--- src/rtl/mem_access_unit.sv ---
// Load/store unit bridging a 16-bit pipeline to a byte-wide memory.
// Word accesses are split big-endian into two byte transfers.
module mem_access_unit (
    input  logic        clk,
    input  logic        rst_n,
    input  logic [1:0]  memRead,
    input  logic [1:0]  memWrite,
    input  logic [15:0] addr,
    input  logic [15:0] wdata,
    output logic [15:0] rdata,
    output logic        stall,
    output logic        done,
    output logic        err,
    output logic        mem_req,
    output logic        mem_we,
    output logic [15:0] mem_addr,
    output logic [7:0]  mem_wdata,
    input  logic [7:0]  mem_rdata,
    input  logic        mem_ack
);

    typedef enum logic [1:0] {
        IDLE,
        BYTE0,
        BYTE1,
        DONE
    } state_e;

    state_e      state_q, state_d;
    logic        wr_q, wr_d;
    logic        word_q, word_d;
    logic        err_q, err_d;
    logic [15:0] addr_q, addr_d;
    logic [15:0] wdata_q, wdata_d;
    logic [15:0] rdata_q, rdata_d;

    logic        req;
    logic        word_req;
    logic        bad;

    always_comb begin
        req      = (memRead != 2'd0) || (memWrite != 2'd0);
        word_req = (memRead == 2'd1) || (memWrite == 2'd1);
        bad      = (memRead == 2'd3) || (memWrite == 2'd3)
                || ((memRead != 2'd0) && (memWrite != 2'd0))
                || (word_req && addr[0]);
    end

    always_comb begin
        state_d = state_q;
        wr_d    = wr_q;
        word_d  = word_q;
        addr_d  = addr_q;
        wdata_d = wdata_q;
        rdata_d = rdata_q;
        err_d   = 1'b0;
        stall   = 1'b0;
        mem_req = 1'b0;
        unique case (state_q)
            IDLE: begin
                stall = req;
                if (req) begin
                    if (bad) begin
                        err_d = 1'b1;
                    end else begin
                        wr_d    = (memWrite != 2'd0);
                        word_d  = word_req;
                        addr_d  = addr;
                        wdata_d = wdata;
                        rdata_d = 16'h0000;
                        state_d = BYTE0;
                    end
                end
            end
            BYTE0: begin
                stall   = 1'b1;
                mem_req = 1'b1;
                if (mem_ack) begin
                    if (!wr_q) begin
                        if (word_q) rdata_d[15:8] = mem_rdata;
                        else        rdata_d = {8'h00, mem_rdata};
                    end
                    state_d = word_q ? BYTE1 : DONE;
                end
            end
            BYTE1: begin
                stall   = 1'b1;
                mem_req = 1'b1;
                if (mem_ack) begin
                    if (!wr_q) rdata_d[7:0] = mem_rdata;
                    state_d = DONE;
                end
            end
            DONE: begin
                state_d = IDLE;
            end
            default: begin
                state_d = IDLE;
            end
        endcase
    end

    always_ff @(posedge clk) begin
        if (!rst_n) begin
            state_q <= IDLE;
            wr_q    <= 1'b0;
            word_q  <= 1'b0;
            err_q   <= 1'b0;
            addr_q  <= 16'h0000;
            wdata_q <= 16'h0000;
            rdata_q <= 16'h0000;
        end else begin
            state_q <= state_d;
            wr_q    <= wr_d;
            word_q  <= word_d;
            err_q   <= err_d;
            addr_q  <= addr_d;
            wdata_q <= wdata_d;
            rdata_q <= rdata_d;
        end
    end

    // High byte travels first for word accesses.
    always_comb begin
        done      = (state_q == DONE);
        err       = err_q;
        rdata     = rdata_q;
        mem_we    = mem_req & wr_q;
        mem_addr  = (state_q == BYTE1) ? (addr_q + 16'd1) : addr_q;
        mem_wdata = ((state_q == BYTE0) && word_q) ? wdata_q[15:8]
                                                   : wdata_q[7:0];
    end

endmodule

--- config.mk ---
export PLATFORM = sky130hd
export DESIGN_NAME = mem_access_unit
export DESIGN_NICKNAME = d
export VERILOG_FILES = /design/src/rtl/mem_access_unit.sv
export SDC_FILE = /design/constraint.sdc
export NUM_CORES = 1
export LEC_CHECK = 0
export ABC_AREA = 0
export CAP_MARGIN = 20
export CORE_MARGIN = 2
export CORE_UTILIZATION = 48
export DETAILED_ROUTE_END_ITERATION = 16
export GPL_TIMING_DRIVEN = 0
export PLACE_DENSITY = 0.93
export SLEW_MARGIN = 20
export SYNTH_ARGS = -nofsm -noshare
export SYNTH_HDL_FRONTEND = slang
export SYNTH_SLANG_ARGS = --single-unit
--- constraint.sdc ---
create_clock -name clk -period 3.4 [get_ports clk]
set_input_delay 0.51 -clock clk [delete_from_list [all_inputs] [get_ports clk]]
set_output_delay 0.51 -clock clk [all_outputs]
set_load 0.02 [all_outputs]
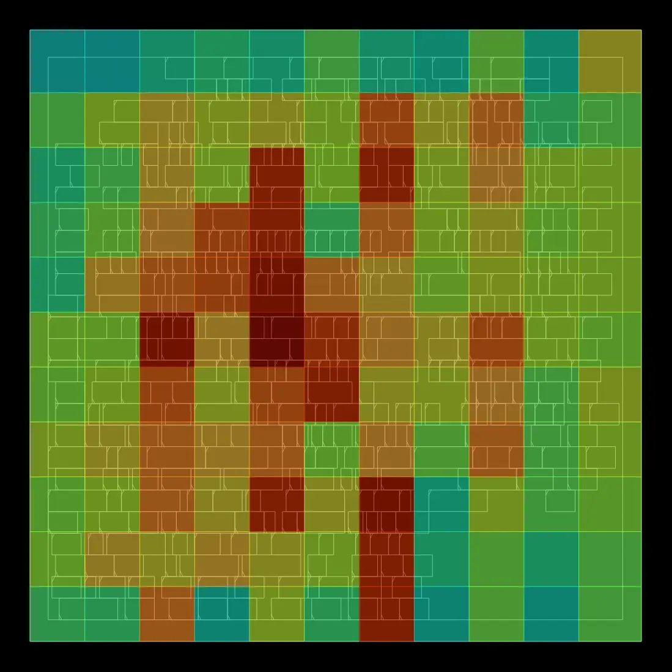
**Above:** track usage over the die.
GR Layer Usage met1: 28.4%
met2 Usage GRT: 41.7%

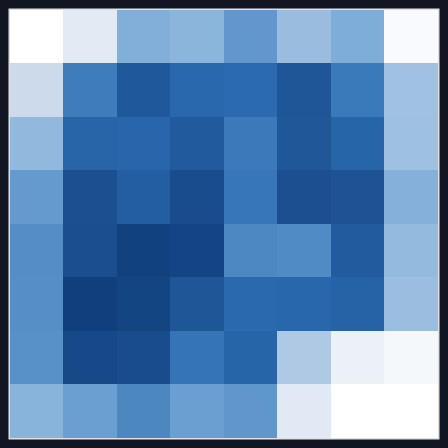
**Above:** placement density heat map.
8 x 8 tiles, from white (low) to dark blue (high), 0 to 100% covered.
mean over tiles: 60%
nearly empty tiles: 4.7%
fullest tile: 94%
tiles over 75% full: 42%
emptiest ninth of the die: south-east

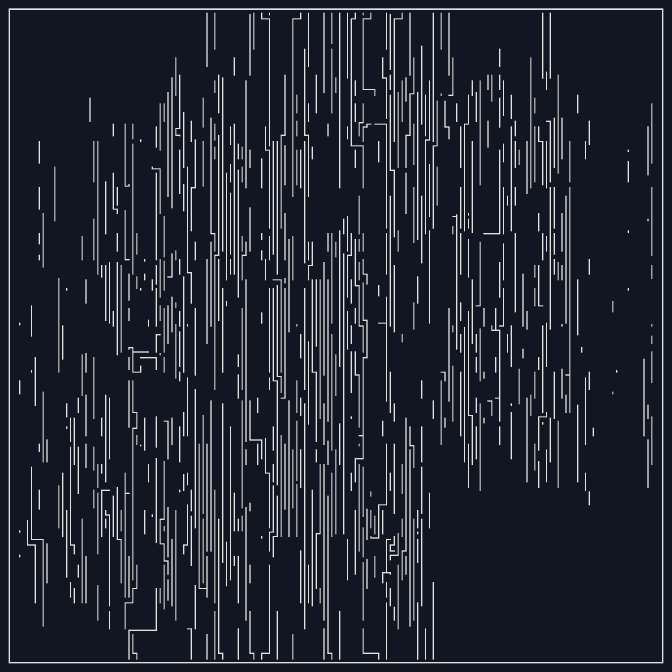
**Above:** M2 wires.
longest straight run: 33.0 um
wire length on this layer: 3440 um

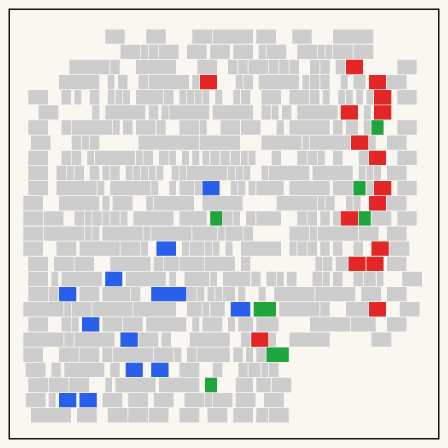
**Above:** gate-type map.
legend:
  red:
    family: XOR/XNOR gates
    cells: 16
    most_used: xnor2_1
  green:
    family: AND and OR gates
    cells: 7
    most_used: and2_1
  blue:
    family: AND-OR and OR-AND gates
    cells: 12
    most_used: a22o_1

==> flow_metrics.py <==
# Generated from Yosys and OpenROAD reports
metrics = {
    "run_status": {
        "status": "completed",
    },
    "logic_synthesis": {
        "synth_area_um2": 2550,
        "ys_ff": 53,
        "yosys-stat-area_um2": 2550,
        "ys_seq_share_pct": 41.6,
        "ys_types": 39,
        "yosys.area_share.simple_pct": 33.7,
        "syn_area_per_cell_um2": 7.94,
        "flop_cell": "dfxtp_1",
        "synthesis.instances": 321,
        "ys_sh_aoi_pct": 8.39,
        "yosysWarnings": 0,
        "logic_family": "simple AND/OR/NAND/NOR gates",
        "edf_count": 0,
        "synth-xor-area-share_pct": 5.50,
        "ys_cells": 321,
        "fa_ha_area_share_pct": 2.95,
        "mux_area_share_pct": 3.58,
        "syn_nets": 374,
        "synth-async-reset-ratio_pct": 0,
    },
    "layout": {
        "layout-drive-gt1-share_pct": 4.32,
        "nFillCells": 412,
        "nNetsFinal": 470,
        "syn_to_final_growth_pct": 43.0,
        "fin_util_pct": 71.4,
        "fin_area_um2": 3640,
    },
    "placed_design": {
        "place_congestion": 0.810,
        "place_area_um2": 3540,
        "hpwl_mm": 5.17,
        "portBuffers": 90,
    },
    "clock_network": {
        "cts_made_buffers": 5,
        "cts_sinks": 53,
        "root_buffer": "clkbuf_8",
        "cts.path.max_buffers": 2,
        "insertion_delay_ps": 310,
        "clkTransAtPathRegs_ps": 90,
        "postCtsHoldBufs": 0,
        "cts_max_level": 2,
        "cts_tree": "done",
    },
    "setup_path": {
        "path_class": "flip-flop to output port",
        "end_kind": "output port",
        "crit_path_start_kind": "flip-flop",
        "cp.required_ps": 2890,
        "crit_fanout": 10,
        "arrival_ps": 2640,
    },
    "grt": {
        "antenna_found_initial": 0,
        "track_usage_pct": 23.7,
        "grt_first_pass_wirelength_mm": 11.6,
        "grt_max_degree": 17,
        "grt_pass1_vias": 2585,
        "grt_overflow": 0,
    },
    "flow_run": {
        "tool_warnings": 31,
        "maxCapViolations": 0,
    },
    "power_and_ir_drop": {
        "leakagePower_nw": 1.46,
        "p_per_area_nw_per_um2": 527,
        "ir_drop_uv": 415,
    },
    "final_timing": {
        "period_used_pct": 92.7,
        "fin_crit_ps": 3150,
        "slew_headroom_pct": 63.2,
        "finalClockSkew_ps": 9.80,
        "worst_slew_pin_slew_ps": 550,
        "final.setup.tns_ps": 0,
        "rsz0062_at_grt": "false",
        "slew_viol_final": 0,
        "setup_viol": 0,
        "max_freq_mhz": 317,
    },
    "die": {
        "die_h_um": 76.9,
        "initCoreUtil_pct": 49.9,
        "coreArea_um2": 5110,
        "rows": 26,
        "die_x_um": 76.9,
        "die_area_um2": 5910,
        "num_io_pins": 92,
    },
    "drt": {
        "drt_wl_total_mm": 7.00,
        "vias_per_cell": 5.41,
        "drc_errors": 0,
        "drtPass1Iterations": 4,
        "ant_nets": 0,
        "routedWlPerCell_um": 14.4,
        "vias": 2633,
    },
}
## synthesized netlist by cell type, types with 2 or more instances
library cell  instances  share of area, %
buf_1                 4              0.59
and2_1                2              0.49
nand4_1               4              0.98
xor2_1                4               1.4
nor3_1                2              0.39
clkbuf_1             16               2.4
nand2b_1              2              0.49
inv_1                 6              0.88
nor2_1               13               1.9
dfxtp_1              53                42
o21ai_0               3              0.59
nand3_1              77                15
xnor2_1              12               4.1
nand2_1              76                11
mux2i_1               8               3.1
ha_1                  6               2.9
a22o_1                8               2.7
o31ai_1               2              0.59
a21oi_1               3              0.59
## layout by cell type, fill, tap and decap left out, drive strengths merged, types with 2 or more instances in the layout
master / Yosys / final
xnor2: 12 / 12
o21ai: 3 / 3
nand4: 4 / 4
buf: 5 / 5
ha: 6 / 6
o31ai: 2 / 2
nand2: 76 / 76
dfxtp: 53 / 53
clkbuf: 16 / 20
nor3: 2 / 2
nor2: 13 / 13
xor2: 4 / 4
nand3: 77 / 77
a21oi: 4 / 4
nand2b: 2 / 2
and3: 2 / 2
a22o: 8 / 8
inv: 6 / 7
mux2i: 8 / 8
clkdlybuf4s50: 0 / 90
and2: 2 / 2
## layer usage
metal | up-vias | GRT usage (%) | part of all wire [%]
li1 | 1281 | - | -
met1 | 1223 | 28.4 | 41
met2 | 115 | 41.7 | 49
met3 | 14 | 4.94 | 7.8
met4 | 0 | 8.91 | 1.8
met5 | - | 0 | 0
## logic make-up after synthesis
| kind of cell | after synthesis |
|---|---|
| XOR/XNOR | 16 |
| adder cells (fa/ha/maj) | 6 |
| multiplexers | 9 |
| buffers and inverters | 27 |
| flip-flops | 53 |
| AND/OR/NAND/NOR | 184 |
| AND-OR/OR-AND | 26 |
## registers in the layout, indices dropped and copies added, names as in the netlist
name and count:
word_q 1, state_q 2, wr_q 1, err 1, wdata_q 16, rdata 16, addr_q 16
## stage by stage
step	hold WS, ps	worst slack [ps]	std cells	power [W]
final	456	248	487	0.00192
after detailed placement	444	454	481	0.00149
after global placement	436	482	481	0.00147
after floorplan	430	1030	321	0.00120
after CTS	457	86.3	488	0.00192
after global routing	477	40.2	487	0.00200
## critical path: stages, from the launching register on
cell,delay [ps]
dfxtp_1,360
inv_1,130
ha_1,260
and2_1,160
clkbuf_1,320
clkbuf_2,320
nand2_1,100
nand2_1,70
clkdlybuf4s50_1,610
## cell type report
class	count	area (um^2)	share of cell area, %
multi-input combinational	241	1380	37.9
sequential	53	1060	29.1
timing repair buffer	90	901	24.7
tap	70	87.6	2.40
buffer	20	83.8	2.30
clock buffer	5	68.8	1.89
clock inverter	2	38.8	1.06
inverter	6	22.5	0.618
## power breakdown
group / switching (W) / internal (W) / total [W]
Sequential: 0.0000550 / 0.000693 / 0.000748
Clock: 0.000214 / 0.000218 / 0.000432
Combinational: 0.000404 / 0.000339 / 0.000743
## worst paths after layout
path	slack, ps	end	depth (start not counted)	start
min reg2reg	460	wdata_q[9]	2	wdata_q[9]
max	250	mem_wdata[5]	8	state_q[1]
max reg2reg	1260	rdata[6]	8	state_q[1]
min	460	wdata_q[9]	2	wdata_q[9]
## what timing repair did
action                                  4_1_cts  5_1_grt
endpoints found under the setup margin        0        8
setup buffers                                 0        0
gates resized                                 0        3
Power is estimated from default activity; no workload was simulated.
